--- config.mk ---
export PLATFORM = sky130hd
export DESIGN_NAME = round_sequencer
export DESIGN_NICKNAME = d
export VERILOG_FILES = /design/src/rtl/round_sequencer.sv
export SDC_FILE = /design/constraint.sdc
export NUM_CORES = 1
export LEC_CHECK = 0
export ABC_AREA = 0
export CAP_MARGIN = 20
export CORE_UTILIZATION = 54
export CTS_CLUSTER_SIZE = 30
export DETAILED_ROUTE_END_ITERATION = 7
export GPL_TIMING_DRIVEN = 0
export PLACE_DENSITY = 0.91
export SLEW_MARGIN = 25
export SYNTH_ARGS = -nofsm -noshare
export SYNTH_HDL_FRONTEND = slang
export SYNTH_SLANG_ARGS = --single-unit
--- constraint.sdc ---
create_clock -name clk -period 2.7 [get_ports clk]
set_input_delay 0.405 -clock clk [delete_from_list [all_inputs] [get_ports clk]]
set_output_delay 0.405 -clock clk [all_outputs]
set_load 0.02 [all_outputs]
--- src/rtl/round_sequencer.sv ---
// Game-round phase controller: menu/play/death-hold/victory sequencing, restart pulse,
// BCD attempt counter and best (fewest-attempts) record. All state advances on tick only.
module round_sequencer #(
   parameter int unsigned DEATH_HOLD = 24,
   parameter int unsigned WIN_HOLD   = 72
) (
   input  logic       clk,
   input  logic       reset,
   input  logic       tick,
   input  logic       start,
   input  logic       death,
   input  logic       win,
   output logic       menu_screen,
   output logic       play_active,
   output logic       death_screen,
   output logic       victory_screen,
   output logic       restart_pulse,
   output logic [7:0] attempts_bcd,
   output logic [7:0] best_bcd,
   output logic       best_valid,
   output logic       attempts_sat
);

   typedef enum logic [1:0] {MENU, PLAY, DEAD, WON} state_t;

   localparam logic [7:0] DEATH_LOAD = 8'(DEATH_HOLD - 1);
   localparam logic [7:0] WIN_LOAD   = 8'(WIN_HOLD - 1);

   state_t     state_q;
   logic [7:0] hold_q;
   logic [7:0] att_q;
   logic [7:0] best_q;
   logic       best_valid_q;
   logic       sat_q;
   logic       restart_q;
   logic       start_s_q, death_s_q, win_s_q;

   logic       start_rise, death_rise, win_rise;
   logic [7:0] att_inc_d;
   logic       best_better;

   assign start_rise = start & ~start_s_q;
   assign death_rise = death & ~death_s_q;
   assign win_rise   = win   & ~win_s_q;

   // Saturating two-digit BCD increment; digits stay within 0-9.
   always_comb begin
      att_inc_d = att_q;
      if (att_q == 8'h99)
         att_inc_d = 8'h99;
      else if (att_q[3:0] == 4'd9)
         att_inc_d = {att_q[7:4] + 4'd1, 4'd0};
      else
         att_inc_d = {att_q[7:4], att_q[3:0] + 4'd1};
   end

   assign best_better = ~best_valid_q
                      | (att_q[7:4] < best_q[7:4])
                      | ((att_q[7:4] == best_q[7:4]) && (att_q[3:0] < best_q[3:0]));

   always_ff @(posedge clk or posedge reset) begin
      if (reset) begin
         state_q      <= MENU;
         hold_q       <= 8'd0;
         att_q        <= 8'h00;
         best_q       <= 8'h00;
         best_valid_q <= 1'b0;
         sat_q        <= 1'b0;
         restart_q    <= 1'b0;
         start_s_q    <= 1'b0;
         death_s_q    <= 1'b0;
         win_s_q      <= 1'b0;
      end else begin
         restart_q <= 1'b0;
         if (tick) begin
            start_s_q <= start;
            death_s_q <= death;
            win_s_q   <= win;
            case (state_q)
               MENU: begin
                  if (start_rise) begin
                     state_q   <= PLAY;
                     att_q     <= 8'h01;
                     sat_q     <= 1'b0;
                     restart_q <= 1'b1;
                  end
               end
               PLAY: begin
                  if (death_rise) begin
                     state_q <= DEAD;
                     hold_q  <= DEATH_LOAD;
                  end else if (win_rise) begin
                     state_q <= WON;
                     hold_q  <= WIN_LOAD;
                     if (best_better) begin
                        best_q       <= att_q;
                        best_valid_q <= 1'b1;
                     end
                  end
               end
               DEAD: begin
                  if (hold_q == 8'd0) begin
                     state_q   <= PLAY;
                     att_q     <= att_inc_d;
                     sat_q     <= (att_inc_d == 8'h99);
                     restart_q <= 1'b1;
                  end else begin
                     hold_q <= hold_q - 8'd1;
                  end
               end
               WON: begin
                  // Early start rises are consumed by the edge register and simply lost.
                  if (hold_q == 8'd0) begin
                     if (start_rise) begin
                        state_q <= MENU;
                        att_q   <= 8'h00;
                        sat_q   <= 1'b0;
                     end
                  end else begin
                     hold_q <= hold_q - 8'd1;
                  end
               end
               default: state_q <= MENU;
            endcase
         end
      end
   end

   assign menu_screen    = (state_q == MENU);
   assign play_active    = (state_q == PLAY);
   assign death_screen   = (state_q == DEAD);
   assign victory_screen = (state_q == WON);
   assign restart_pulse  = restart_q;
   assign attempts_bcd   = att_q;
   assign best_bcd       = best_q;
   assign best_valid     = best_valid_q;
   assign attempts_sat   = sat_q;

endmodule

### Cells by drive strength, run 1

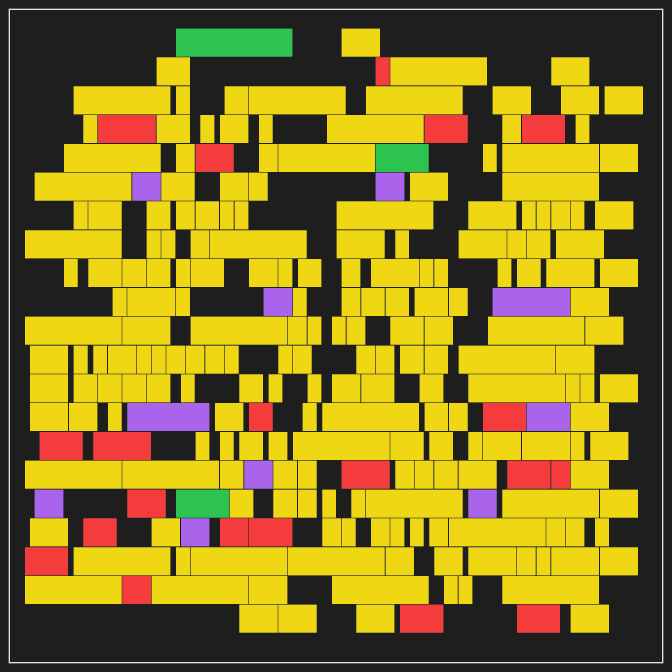
| colour | size | cells | share | most used |
|---|---|---|---|---|
| purple | x3 and x4 | 10 | 4.2% | clkbuf_4 |
| red | x2 | 20 | 8.5% | mux2_2 |
| yellow | x1 and smaller | 203 | 86% | dfrtp_1 |
| green | x6 and larger | 3 | 1.3% | clkbuf_8 |

### Sequential cells grouped by signal name, run 1

Bar = 20 microns. Other sequential cells in the stronger grey, the rest of the logic in the fainter grey.
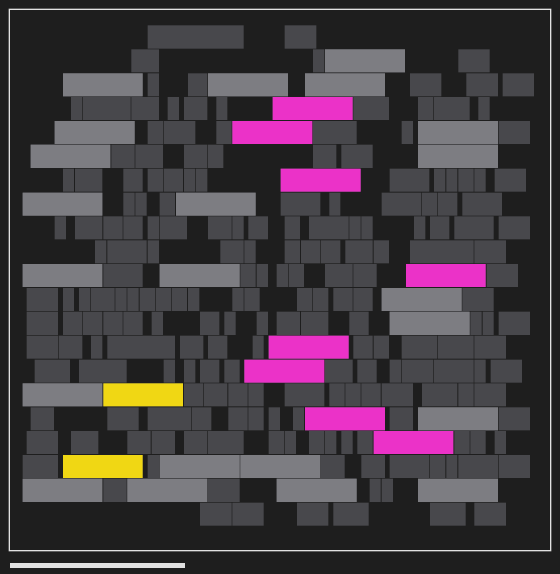
| colour | netlist name | sequential cells |
|---|---|---|
| yellow | `state_q` | 2 |
| magenta | `attempts_bcd` | 8 |

### Clock network drawn from the DEF, run 1

Bar = 20 microns.
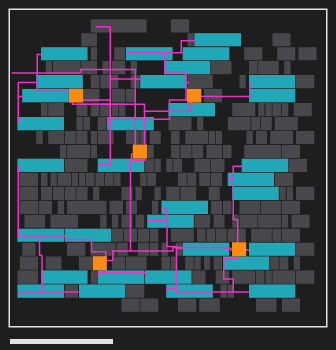
[cyan] flip-flops | count: 32
[orange] clock-net drivers | count: 5
[magenta] clock wires | length: 417 microns
routed clock nets: 6
flops lie: widely spread

### Placed standard cells, run 1

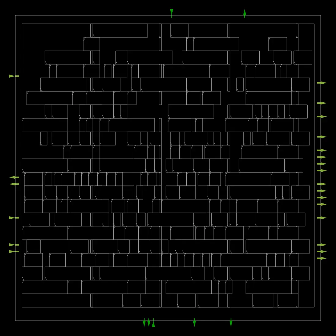
fill cell total of the finished layout: 282
seq_cells: 32
Util after Layout: 69.5%

==> impl_results.rst, run 1 <==
Physical design figures
=======================

.. list-table::
   :header-rows: 1

   * - Metric
     - Value
   * - Cell count listed in synth_stat.txt
     - 201
   * - H-tree Lvls
     - 2
   * - Post-route fraction of the period consumed by the critical path
     - 87.1%
   * - Total clock network power
     - 0.415 mW
   * - Inserted Diodes
     - 0
   * - Number of I/O port buffers
     - 27
   * - Synthesized-area fraction occupied by ao, oa, aoi and oai cells
     - 14.8%
   * - Root buf cell
     - sky130_fd_sc_hd__clkbuf_4
   * - Top-area cell share
     - 41.8%
   * - Multiplexer area fraction after synthesis
     - 6.34%
   * - GR met3 Demand/Resource
     - 7.56%
   * - Number of gates given a new drive strength after cts
     - 0
   * - Critical Path Source
     - state_q[1]$_DFFE_PP0P_
   * - PwrDens
     - 766 nW/um^2
   * - Post-route insts no fill
     - 282
   * - Latency at later pin
     - 0.34 ns
   * - Wire length of the first global-routing pass
     - 6470 microns
   * - Area inside the core boundary
     - 3360 sq um
   * - Initial antenna violation count
     - 0
   * - Number of hold buffers added after cts
     - 0
   * - Metal3 WL
     - 203 microns
   * - Sum of met2 wire segment lengths after detailed routing
     - 2010 microns
   * - Area leader, netlist
     - sky130_fd_sc_hd__dfrtp_1
   * - Maximum vdd drop
     - 0.478 mV
   * - Endpoint of the worst hold-timing path
     - death_s_q$_DFFE_PP0P_
   * - DRC violation total after the first TritonRoute iteration
     - 84
   * - Total wirelength of the detailed-routed design
     - 3970 microns
   * - Pin count of the biggest net entering global routing
     - 33
   * - Post-CTS Repair Setup Buffers
     - 0
   * - Post-synthesis xor/xnor area fraction
     - 2.29%
   * - Number of logged tool warnings
     - 28
   * - Area share of and/or/nand/nor cells after synthesis
     - 22.7%
   * - GRT Util Overall
     - 24.2%
   * - Predominant post-synthesis flop cell
     - sky130_fd_sc_hd__dfrtp_1
   * - Number of logic stages on the critical path including buffering
     - 3
   * - Synth async-reset ratio
     - 100%
   * - Area delta synth->final
     - 22.1%
   * - Outcome
     - completed
   * - PnR Total Power
     - 1.79 mW
   * - Number of iterations in the first detailed-routing pass
     - 4
   * - P_int
     - 1.13 mW
   * - CP peak stage delay
     - 0.59 ns
   * - Synthesized net count
     - 218
   * - Achievable frequency
     - 425 MHz
   * - Total instance count after detailed placement
     - 274
   * - Clock power share
     - 23.2%
   * - Most congested layer reported by global routing
     - met2
   * - Worst slack at placement
     - 0.223 ns
   * - Share of cells above drive strength 1
     - 14.0%
   * - Count of unresolved DRC violations after routing
     - 0
   * - Via Count
     - 1598
   * - Synthesized chip area reported by yosys
     - 1920 sq um
   * - Static leakage power
     - 1.02 nW
   * - Commonest non-fill, non-tap cells in the layout
     - sky130_fd_sc_hd__dfrtp_1 (32), sky130_fd_sc_hd__clkdlybuf4s50_1 (27), sky130_fd_sc_hd__nor2_1 (17), sky130_fd_sc_hd__nand2_1 (17)
   * - Worst Setup Slack, final
     - 0.349 ns
   * - Worst max-slew margin expressed relative to the limit
     - 56.1%
   * - Highest fanout seen on the critical path
     - 10
   * - Worst path required time
     - 2.30 ns
   * - Post-synthesis cell count
     - 201
   * - Clock tree from TritonCTS
     - yes
   * - RR Startpoint
     - hold_q[0]$_DFFE_PP0P_
   * - Power attributed to combinational cells
     - 0.700 mW
## run 1: flip-flops by register name, summed over array words and instances (netlist names)
register and cells:
win_s_q 1, death_s_q 1, attempts_sat 1, best_bcd 8
state_q 2, hold_q 8, attempts_bcd 8, start_s_q 1
best_valid 1, restart_pulse 1
## run 1: final cells by class
| cell class | count | area [sq um] | area share, % |
|---|---|---|---|
| Buffer | 7 | 35.0 | 1.50 |
| Clock buffer | 7 | 65.1 | 2.78 |
| Clock inverter | 1 | 30.0 | 1.28 |
| Inverter | 16 | 60.1 | 2.57 |
| Multi-Input combinational cell | 146 | 1020 | 43.6 |
| Sequential cell | 32 | 801 | 34.2 |
| Tap cell | 46 | 57.6 | 2.46 |
| Timing Repair Buffer | 27 | 270 | 11.6 |
==> run 2, diff against run 1 <==
- CORE_UTILIZATION: 54 -> 50
- PLACE_DENSITY: 0.91 -> 0.86
==> run 2 against run 1 <==
Effect of this change: combinational power down 0.7%; non-clock buffer count unchanged; total power up 4.7%; maximum frequency up 2.0%; register-to-register slack better by 0.08 ns; clock skew up 0.0044 ns; via count down 0.44%; flip-flop count unchanged; global-route usage down 3.7 points.
==> impl_results.rst, run 2 <==
Physical design figures
=======================

.. list-table::
   :header-rows: 1

   * - Metric
     - Value
   * - Outcome
     - completed
   * - Number of nets with antenna violations after routing
     - 0
   * - Max-cap violations
     - 0
   * - Cells traversed along the worst timing path
     - clkbuf_1 > and2_2 > clkdlybuf4s50_1
   * - Post-synthesis cell count
     - 201
   * - Tally of clock buffers in the finished layout
     - 7
   * - Count of library flops with an enable pin
     - 0
   * - Synth async-reset ratio
     - 100%
   * - Layout Cell Area excl Fill
     - 2370 sq um
   * - Power attributed to combinational cells
     - 0.695 mW
   * - Seq_cells
     - 32
   * - RR Startpoint
     - hold_q[0]$_DFFE_PP0P_
   * - Worst max-slew margin expressed relative to the limit
     - 55.6%
   * - Setup violation total in the final timing report
     - 0
   * - Clock power share
     - 26.7%
   * - Achievable frequency
     - 434 MHz
   * - Most common cell after layout, fill and taps aside
     - sky130_fd_sc_hd__dfrtp_1
   * - Number of core rows
     - 22
   * - Clock buffer depth
     - 2
   * - Hold Slack
     - 0.458 ns
   * - Share of cells above drive strength 1
     - 14.0%
   * - Number of tap instances
     - 48
   * - Number of synthesized register bits
     - 32
   * - Maximum vdd drop
     - 0.557 mV
   * - Register area share after synthesis
     - 41.8%
   * - Post-CTS Repair Setup Buffers
     - 0
   * - Boundary Pins
     - 29
   * - Sequential share of power
     - 36.2%
   * - Element type at the critical path start
     - flop
   * - Synthesized chip area reported by yosys
     - 1920 sq um
   * - Switching Share
     - 35.3%
   * - Max power group
     - combinational logic
   * - Highest fanout seen on the critical path
     - 10
   * - Fill cell total of the finished layout
     - 306
   * - Total wirelength of the detailed-routed design
     - 3870 microns
   * - Endpoint of the worst hold-timing path
     - win_s_q$_DFFE_PP0P_
   * - Via count of the first global-routing pass
     - 1489
   * - Min-delay worst type
     - primary input to flop
   * - Vertical die dimension
     - 63.9 microns
   * - GRT Util Overall
     - 20.6%
   * - Critical path buffer and inverter count
     - 2
   * - Clock tree from TritonCTS
     - yes
   * - CP delay by family, top
     - buffers and inverters
   * - Share of cell area taken by multi-input logic gates
     - 43.0%
   * - Number of nets in the layout
     - 252
   * - Area-dominant class
     - logic gates
   * - Most instantiated cells after synthesis
     - sky130_fd_sc_hd__dfrtp_1 (32), sky130_fd_sc_hd__nand2_1 (17), sky130_fd_sc_hd__nor2_1 (17)
   * - Sinks on Clock Net
     - 32
   * - Critical Path Source
     - state_q[1]$_DFFE_PP0P_
   * - Wire length of the first global-routing pass
     - 6490 microns
   * - Count of synthesis-stage warnings from yosys
     - 0
   * - PwrDens
     - 791 nW/um^2
   * - Inserted Diodes
     - 0
   * - Fraction of standard cell area that is sequential
     - 33.8%
   * - Final hold vios
     - 0
   * - Routability congestion estimate from global placement
     - 0.878
   * - Area delta synth->final
     - 23.8%
   * - Post-route fraction of the period consumed by the critical path
     - 85.4%
   * - Cts bufs inserted
     - 5
   * - Commonest non-fill, non-tap cells in the layout
     - sky130_fd_sc_hd__dfrtp_1 (32), sky130_fd_sc_hd__clkdlybuf4s50_1 (27), sky130_fd_sc_hd__nor2_1 (17), sky130_fd_sc_hd__nand2_1 (17)
   * - Setup CP Type
     - flop to output port
   * - P_int
     - 1.21 mW
   * - Post-route insts no fill
     - 284
   * - Global route total overflow
     - 0
   * - Worst slack at placement
     - 0.211 ns
   * - Detailed placement HPWL
     - 2780 microns
   * - H-tree Lvls
     - 2
   * - Average via count per standard cell
     - 5.60
   * - Latency at later pin
     - 0.29 ns
   * - Most instantiated library cell after synthesis
     - sky130_fd_sc_hd__dfrtp_1
   * - Worst path required time
     - 2.30 ns
   * - Count of unresolved DRC violations after routing
     - 0
   * - Horizontal extent of the die
     - 63.9 microns
   * - Number of iterations in the first detailed-routing pass
     - 4
   * - Root buf cell
     - sky130_fd_sc_hd__clkbuf_8
   * - Switching power of the nets
     - 0.661 mW
   * - Worst-case clock skew
     - 0.00819 ns
   * - Final routed wire length divided by cell count
     - 13.6 microns
   * - Top-area cell share
     - 41.8%
   * - Area leader, netlist
     - sky130_fd_sc_hd__dfrtp_1
   * - Critical path destination
     - victory_screen
   * - Count of multi-input gates
     - 146
   * - Clock buffers and inverters, area share
     - 5.33%
   * - Via Count
     - 1591
   * - Transition at the pin with the smallest max-transition slack
     - 0.665 ns
   * - Logic area
     - 1020 sq um
   * - Non-clock inverter instance count of the final layout
     - 16
   * - Core Density at Floorplan
     - 52.3%
   * - PnR Total Power
     - 1.88 mW
   * - Count of buffers not belonging to the clock network in the layout
     - 34
   * - Average size of a mapped cell
     - 9.53 sq um
   * - Worst Setup Slack, final
     - 0.395 ns
   * - Total instance count after detailed placement
     - 276
   * - Hold depth
     - 2
   * - Total standard cell area after synthesis
     - 1920 sq um
   * - Synthesized net count
     - 218
   * - Sequential cell area
     - 801 sq um
   * - Sum Neg Setup Slack
     - 0 ns
   * - Clock slew at reported path FFs
     - 0.06 ns
   * - Power in sequential cells
     - 0.680 mW
   * - Hold path startpoint
     - tick
   * - Number of logged tool warnings
     - 28
   * - Number of cell instances on the worst register-to-register path
     - 7
   * - Predominant post-synthesis flop cell
     - sky130_fd_sc_hd__dfrtp_1
   * - Chip Footprint
     - 4080 sq um
   * - Post-layout minimum cycle time
     - 2.31 ns
   * - Post-synth area hogs
     - sky130_fd_sc_hd__dfrtp_1 (42%), sky130_fd_sc_hd__ha_1 (7.2%), sky130_fd_sc_hd__mux2_2 (5.3%), sky130_fd_sc_hd__o21ai_0 (3.9%), sky130_fd_sc_hd__nand2_1 (3.3%)
   * - Cell at the slowest stage of the critical path
     - sky130_fd_sc_hd__clkdlybuf4s50_1
   * - Type of destination of the critical path
     - output port
   * - Setup repair after global routing missed its margin
     - no
   * - Util after Layout
     - 64.8%
   * - Initial antenna violation count
     - 0
   * - Total clock network power
     - 0.500 mW
   * - Static leakage power
     - 1.03 nW
   * - CP peak stage delay
     - 0.59 ns
   * - Area inside the core boundary
     - 3660 sq um
   * - Number of hold buffers added after cts
     - 0
   * - Cell count listed in synth_stat.txt
     - 201
   * - Pin count of the biggest net entering global routing
     - 33
   * - Number of logic stages on the critical path including buffering
     - 3
   * - Number of I/O port buffers
     - 27
   * - Data arrival time of the critical path
     - 1.90 ns
   * - Count of distinct cell types in the synthesized netlist
     - 44
   * - Number of gates given a new drive strength after cts
     - 0
   * - Setup slack of the most critical reg-to-reg path
     - 0.47 ns
   * - Data buffer area share
     - 12.9%
   * - DRC violation total after the first TritonRoute iteration
     - 79
   * - Power share of the combinational group
     - 37.1%
run 2: cell counts after synthesis:
Identical to the previous run, type by type.
run 2: routing by layer:
metal	global-route usage, %	part of all wire (%)	up-vias
met2	34.4	49	43
met1	25.6	44	768
li1	-	-	774
met3	4.82	5.1	6
met4	7.67	1.3	0
met5	0	0	-
run 2: kinds of logic after synthesis:
kind of cell,share of synthesized area (%)
buffers and inverters,4.96
multiplexers,6.34
AND-OR/OR-AND,14.8
adder cells (fa/ha/maj),7.18
AND/OR/NAND/NOR,22.7
flip-flops,41.8
XOR/XNOR,2.29
### Wire density map, run 2

13 x 13 tiles, from dark blue (low) to red (high), scaled to the fullest tile. Values are wire area over tile area, all layers added.
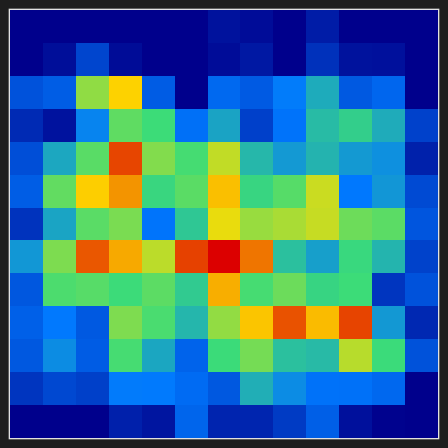
fullest tile: 0.46
nearly empty tiles: 14%
tiles over half the peak: 27%
mean over tiles: 0.15
densest ninth of the die: centre

### Cells by drive strength, run 2

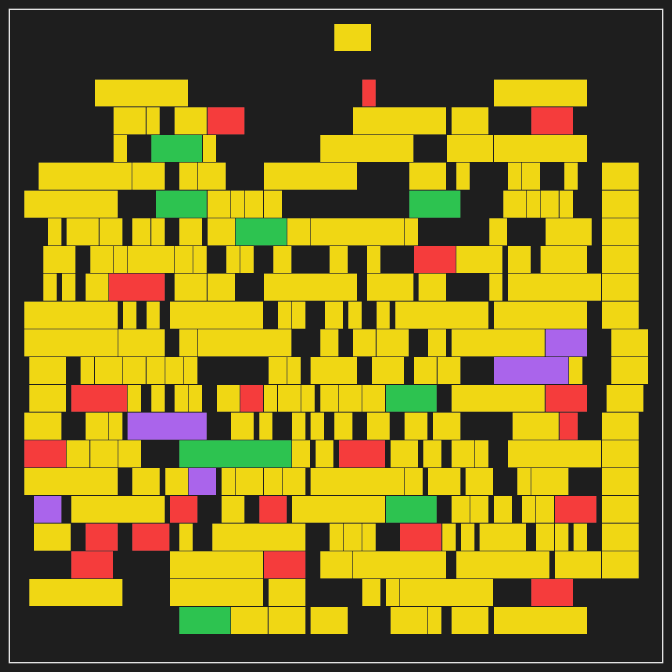
| colour | size | cells | share | most used |
|---|---|---|---|---|
| green | x6 and larger | 8 | 3.4% | clkbuf_8 |
| yellow | x1 and smaller | 203 | 86% | dfrtp_1 |
| purple | x3 and x4 | 5 | 2.1% | buf_4 |
| red | x2 | 20 | 8.5% | mux2_2 |

### Sequential cells grouped by signal name, run 2

Bar = 20 microns. Other sequential cells in the stronger grey, the rest of the logic in the fainter grey.
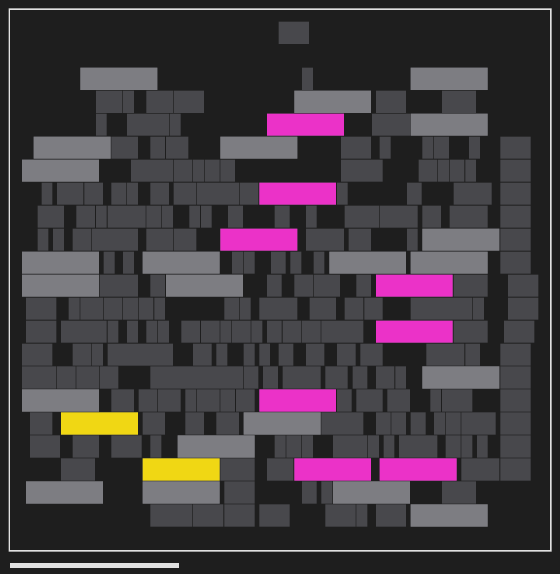
| colour | netlist name | sequential cells |
|---|---|---|
| magenta | `attempts_bcd` | 8 |
| yellow | `state_q` | 2 |
not coloured: 22

==> run 3, diff against run 2 <==
- PLACE_DENSITY: 0.86 -> unset
- PLACE_DENSITY_LB_ADDON: unset -> 0.1
### Clock network drawn from the DEF, run 3

Bar = 20 microns.
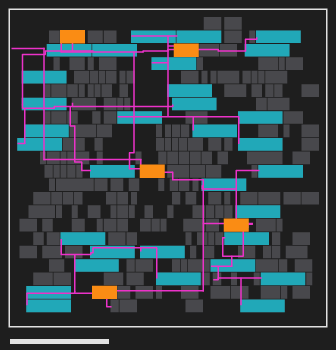
[cyan] flip-flops | count: 32
[orange] clock-net drivers | count: 5
[magenta] clock wires | length: 475 microns
flops lie: widely spread

### Sequential cells grouped by signal name, run 3

Bar = 20 microns. Other sequential cells in the stronger grey, the rest of the logic in the fainter grey.
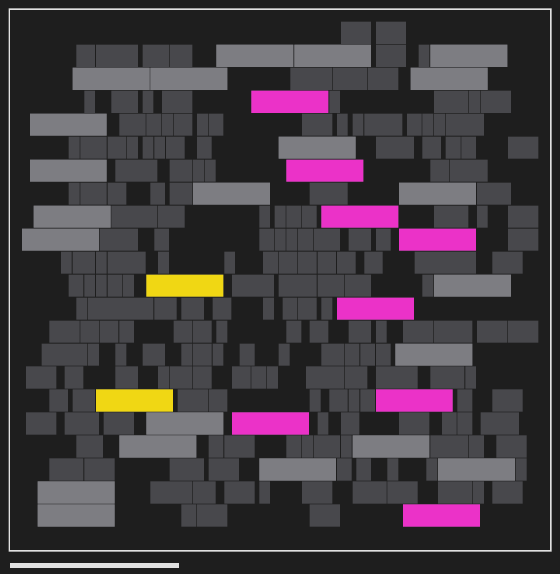
| colour | netlist name | sequential cells |
|---|---|---|
| magenta | `attempts_bcd` | 8 |
| yellow | `state_q` | 2 |
not coloured: 22

==> run 3 against run 2 <==
Effect of this change: total power shrank 5.9%; sequential power about the same; flip-flop count is the same; die area is the same; worst hold slack got worse by 0.011 ns; largest cell class unchanged; highest routed layer unchanged.
==> impl_results.rst, run 3 <==
Physical design figures
=======================

.. list-table::
   :header-rows: 1

   * - Metric
     - Value
   * - Synth async-reset ratio
     - 100%
   * - Achievable frequency
     - 430 MHz
   * - Post-CTS Repair Setup Buffers
     - 0
   * - Count of unresolved DRC violations after routing
     - 0
   * - Root buf cell
     - sky130_fd_sc_hd__clkbuf_8
   * - Most common cell after layout, fill and taps aside
     - sky130_fd_sc_hd__dfrtp_1
   * - Reg2Reg Capture Point
     - attempts_bcd[1]$_DFFE_PP0P_
   * - Share of cells above drive strength 1
     - 14.0%
   * - Element type at the critical path start
     - flop
   * - Total standard cell area after synthesis
     - 1920 sq um
   * - Core Density at Floorplan
     - 52.3%
   * - Worst-case clock skew
     - 0.00683 ns
   * - Most instantiated library cell after synthesis
     - sky130_fd_sc_hd__dfrtp_1
   * - Setup repair after global routing missed its margin
     - no
   * - Inserted Diodes
     - 0
   * - Final slew viol count
     - 0
   * - Highest Signal Layer
     - met4
   * - Via Count
     - 1594
   * - Multiplexer area fraction after synthesis
     - 6.34%
   * - Synthesized net count
     - 218
   * - Number of I/O port buffers
     - 27
   * - Power attributed to combinational cells
     - 0.700 mW
   * - Count of distinct cell types in the synthesized netlist
     - 44
   * - Cell at the slowest stage of the critical path
     - sky130_fd_sc_hd__clkdlybuf4s50_1
   * - Initial antenna violation count
     - 0
   * - Area post-placement
     - 2250 sq um
   * - Post-route insts no fill
     - 284
   * - Number of iterations in the first detailed-routing pass
     - 4
   * - Top-area cell share
     - 41.8%
   * - Global route total overflow
     - 0
   * - Synthesized-area fraction occupied by ao, oa, aoi and oai cells
     - 14.8%
   * - Area inside the core boundary
     - 3660 sq um
   * - RR Startpoint
     - hold_q[0]$_DFFE_PP0P_
   * - Fill cell total of the finished layout
     - 309
   * - Register area share after synthesis
     - 41.8%
   * - Worst Setup Slack, final
     - 0.376 ns
   * - Critical Path Source
     - state_q[1]$_DFFE_PP0P_
   * - Sum Neg Setup Slack
     - 0 ns
   * - Worst max-slew margin expressed relative to the limit
     - 55.9%
   * - Number of synthesized register bits
     - 32
   * - Outcome
     - completed
   * - Power share of the combinational group
     - 39.7%
   * - Total clock network power
     - 0.384 mW
   * - Number of gates given a new drive strength after cts
     - 0
   * - GR Layer Usage met1
     - 22.5%
   * - Number of core rows
     - 22
   * - PwrDens
     - 754 nW/um^2
   * - Critical path buffer and inverter count
     - 2
   * - Total wirelength of the detailed-routed design
     - 3980 microns
   * - Chip Footprint
     - 4080 sq um
   * - Post-synthesis cell count
     - 201
   * - DRT met1 WL
     - 1630 microns
   * - Average size of a mapped cell
     - 9.53 sq um
   * - H-tree Lvls
     - 2
   * - Number of hold buffers added after cts
     - 0
   * - Number of logic stages on the critical path including buffering
     - 3
   * - Metal3 WL
     - 186 microns
   * - Post-synth area hogs
     - sky130_fd_sc_hd__dfrtp_1 (42%), sky130_fd_sc_hd__ha_1 (7.2%), sky130_fd_sc_hd__mux2_2 (5.3%), sky130_fd_sc_hd__o21ai_0 (3.9%), sky130_fd_sc_hd__nand2_1 (3.3%)
   * - Highest fanout seen on the critical path
     - 10
   * - Max-cap violations
     - 0
   * - Number of nets in the layout
     - 252
   * - P_int
     - 1.09 mW
   * - Wire length of the first global-routing pass
     - 6840 microns
   * - Critical path destination
     - victory_screen
   * - Area share of and/or/nand/nor cells after synthesis
     - 22.7%
   * - Clock slew at reported path FFs
     - 0.07 ns
   * - Worst slack at placement
     - 0.207 ns
   * - GR Layer Usage met2
     - 41.2%
   * - Most instantiated cells after synthesis
     - sky130_fd_sc_hd__dfrtp_1 (32), sky130_fd_sc_hd__nand2_1 (17), sky130_fd_sc_hd__nor2_1 (17)
   * - Hold Slack
     - 0.447 ns
   * - Latency at later pin
     - 0.29 ns
   * - DRC violation total after the first TritonRoute iteration
     - 55
   * - Detailed placement HPWL
     - 2860 microns
   * - Setup CP Type
     - flop to output port
   * - CP peak stage delay
     - 0.61 ns
   * - Min-delay worst type
     - primary input to flop
   * - Cell count listed in synth_stat.txt
     - 201
   * - Worst path required time
     - 2.30 ns
   * - Switching Share
     - 38.0%
   * - GR met3 Demand/Resource
     - 5.54%
   * - FA/HA/MAJ Cells, Area Fraction
     - 7.18%
   * - Type of destination of the critical path
     - output port
   * - Vertical die dimension
     - 63.9 microns
   * - Hold depth
     - 2
   * - Sinks on Clock Net
     - 32
   * - Predominant post-synthesis flop cell
     - sky130_fd_sc_hd__dfrtp_1
   * - Setup violation total in the final timing report
     - 0
   * - Post-layout minimum cycle time
     - 2.32 ns
   * - Power in sequential cells
     - 0.680 mW
   * - Area leader, netlist
     - sky130_fd_sc_hd__dfrtp_1
   * - Cells traversed along the worst timing path
     - clkbuf_1 > and2_2 > clkdlybuf4s50_1
   * - Boundary Pins
     - 29
   * - Final hold vios
     - 0
   * - CP delay by family, top
     - buffers and inverters
   * - Max power group
     - combinational logic
   * - Count of synthesis-stage warnings from yosys
     - 0
   * - Number of nets with antenna violations after routing
     - 0
   * - Post-route fraction of the period consumed by the critical path
     - 86.1%
   * - Transition at the pin with the smallest max-transition slack
     - 0.660 ns
   * - Clock power share
     - 21.8%
   * - Util after Layout
     - 63.9%
   * - Largest non-sequential cell family by area
     - simple AND/OR/NAND/NOR gates
   * - Setup slack of the most critical reg-to-reg path
     - 0.46 ns
   * - Via count of the first global-routing pass
     - 1577
   * - Maximum vdd drop
     - 0.499 mV
   * - Horizontal extent of the die
     - 63.9 microns
   * - Clock tree from TritonCTS
     - yes
   * - Clock buffer depth
     - 2
   * - Endpoint of the worst hold-timing path
     - death_s_q$_DFFE_PP0P_
   * - Sequential share of power
     - 38.5%
   * - GRT Util Overall
     - 22.1%
   * - Area delta synth->final
     - 22.1%
   * - Synthesized chip area reported by yosys
     - 1920 sq um
   * - Commonest non-fill, non-tap cells in the layout
     - sky130_fd_sc_hd__dfrtp_1 (32), sky130_fd_sc_hd__clkdlybuf4s50_1 (27), sky130_fd_sc_hd__nor2_1 (17), sky130_fd_sc_hd__nand2_1 (17)
   * - PnR Total Power
     - 1.76 mW
   * - Number of logged tool warnings
     - 28
   * - Post-synthesis xor/xnor area fraction
     - 2.29%
   * - Final routed wire length divided by cell count
     - 14.0 microns
   * - Most congested layer reported by global routing
     - met2
   * - Cts bufs inserted
     - 5
   * - Static leakage power
     - 1.02 nW
   * - Number of cell instances on the worst register-to-register path
     - 8
   * - Count of library flops with an enable pin
     - 0
   * - Layout Cell Area excl Fill
     - 2340 sq um
   * - Average via count per standard cell
     - 5.61
   * - Hold path startpoint
     - tick
   * - Total instance count after detailed placement
     - 276
   * - Data arrival time of the critical path
     - 1.92 ns
   * - Pin count of the biggest net entering global routing
     - 33
   * - Routability congestion estimate from global placement
     - 0.843
   * - Switching power of the nets
     - 0.671 mW
   * - Sum of met2 wire segment lengths after detailed routing
     - 2100 microns
### Cells by drive strength, run 3

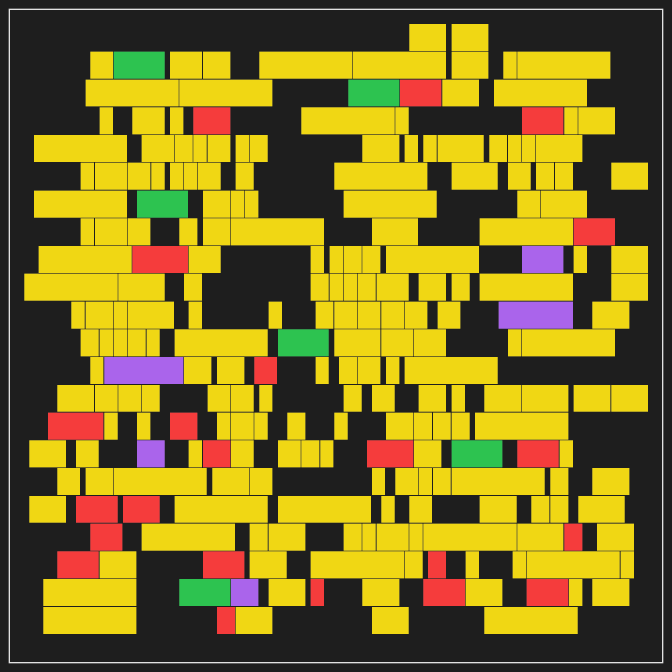
| colour | size | cells | share | most used |
|---|---|---|---|---|
| green | x6 and larger | 6 | 2.5% | clkbuf_8 |
| purple | x3 and x4 | 5 | 2.1% | buf_4 |
| red | x2 | 22 | 9.3% | mux2_2 |
| yellow | x1 and smaller | 203 | 86% | dfrtp_1 |

==> run 3: cell types whose count changed in the layout (fill, tap and decap cells not counted), sizes merged <==
cell | before | now
clkbuf | 12 | 11
bufinv | 1 | 0
clkinv | 0 | 2
==> run 3: layout make-up <==
cell class	instances	area, sq um	share of cell area, %
Multi-Input combinational cell	146	1020	43.6
Sequential cell	32	801	34.2
Timing Repair Buffer	27	270	11.6
Clock buffer	6	82.6	3.53
Inverter	16	60.1	2.57
Tap cell	48	60.1	2.57
Buffer	7	35.0	1.50
Clock inverter	2	10.0	0.428
No activity file was given, so power comes from the tool's default toggle rates.
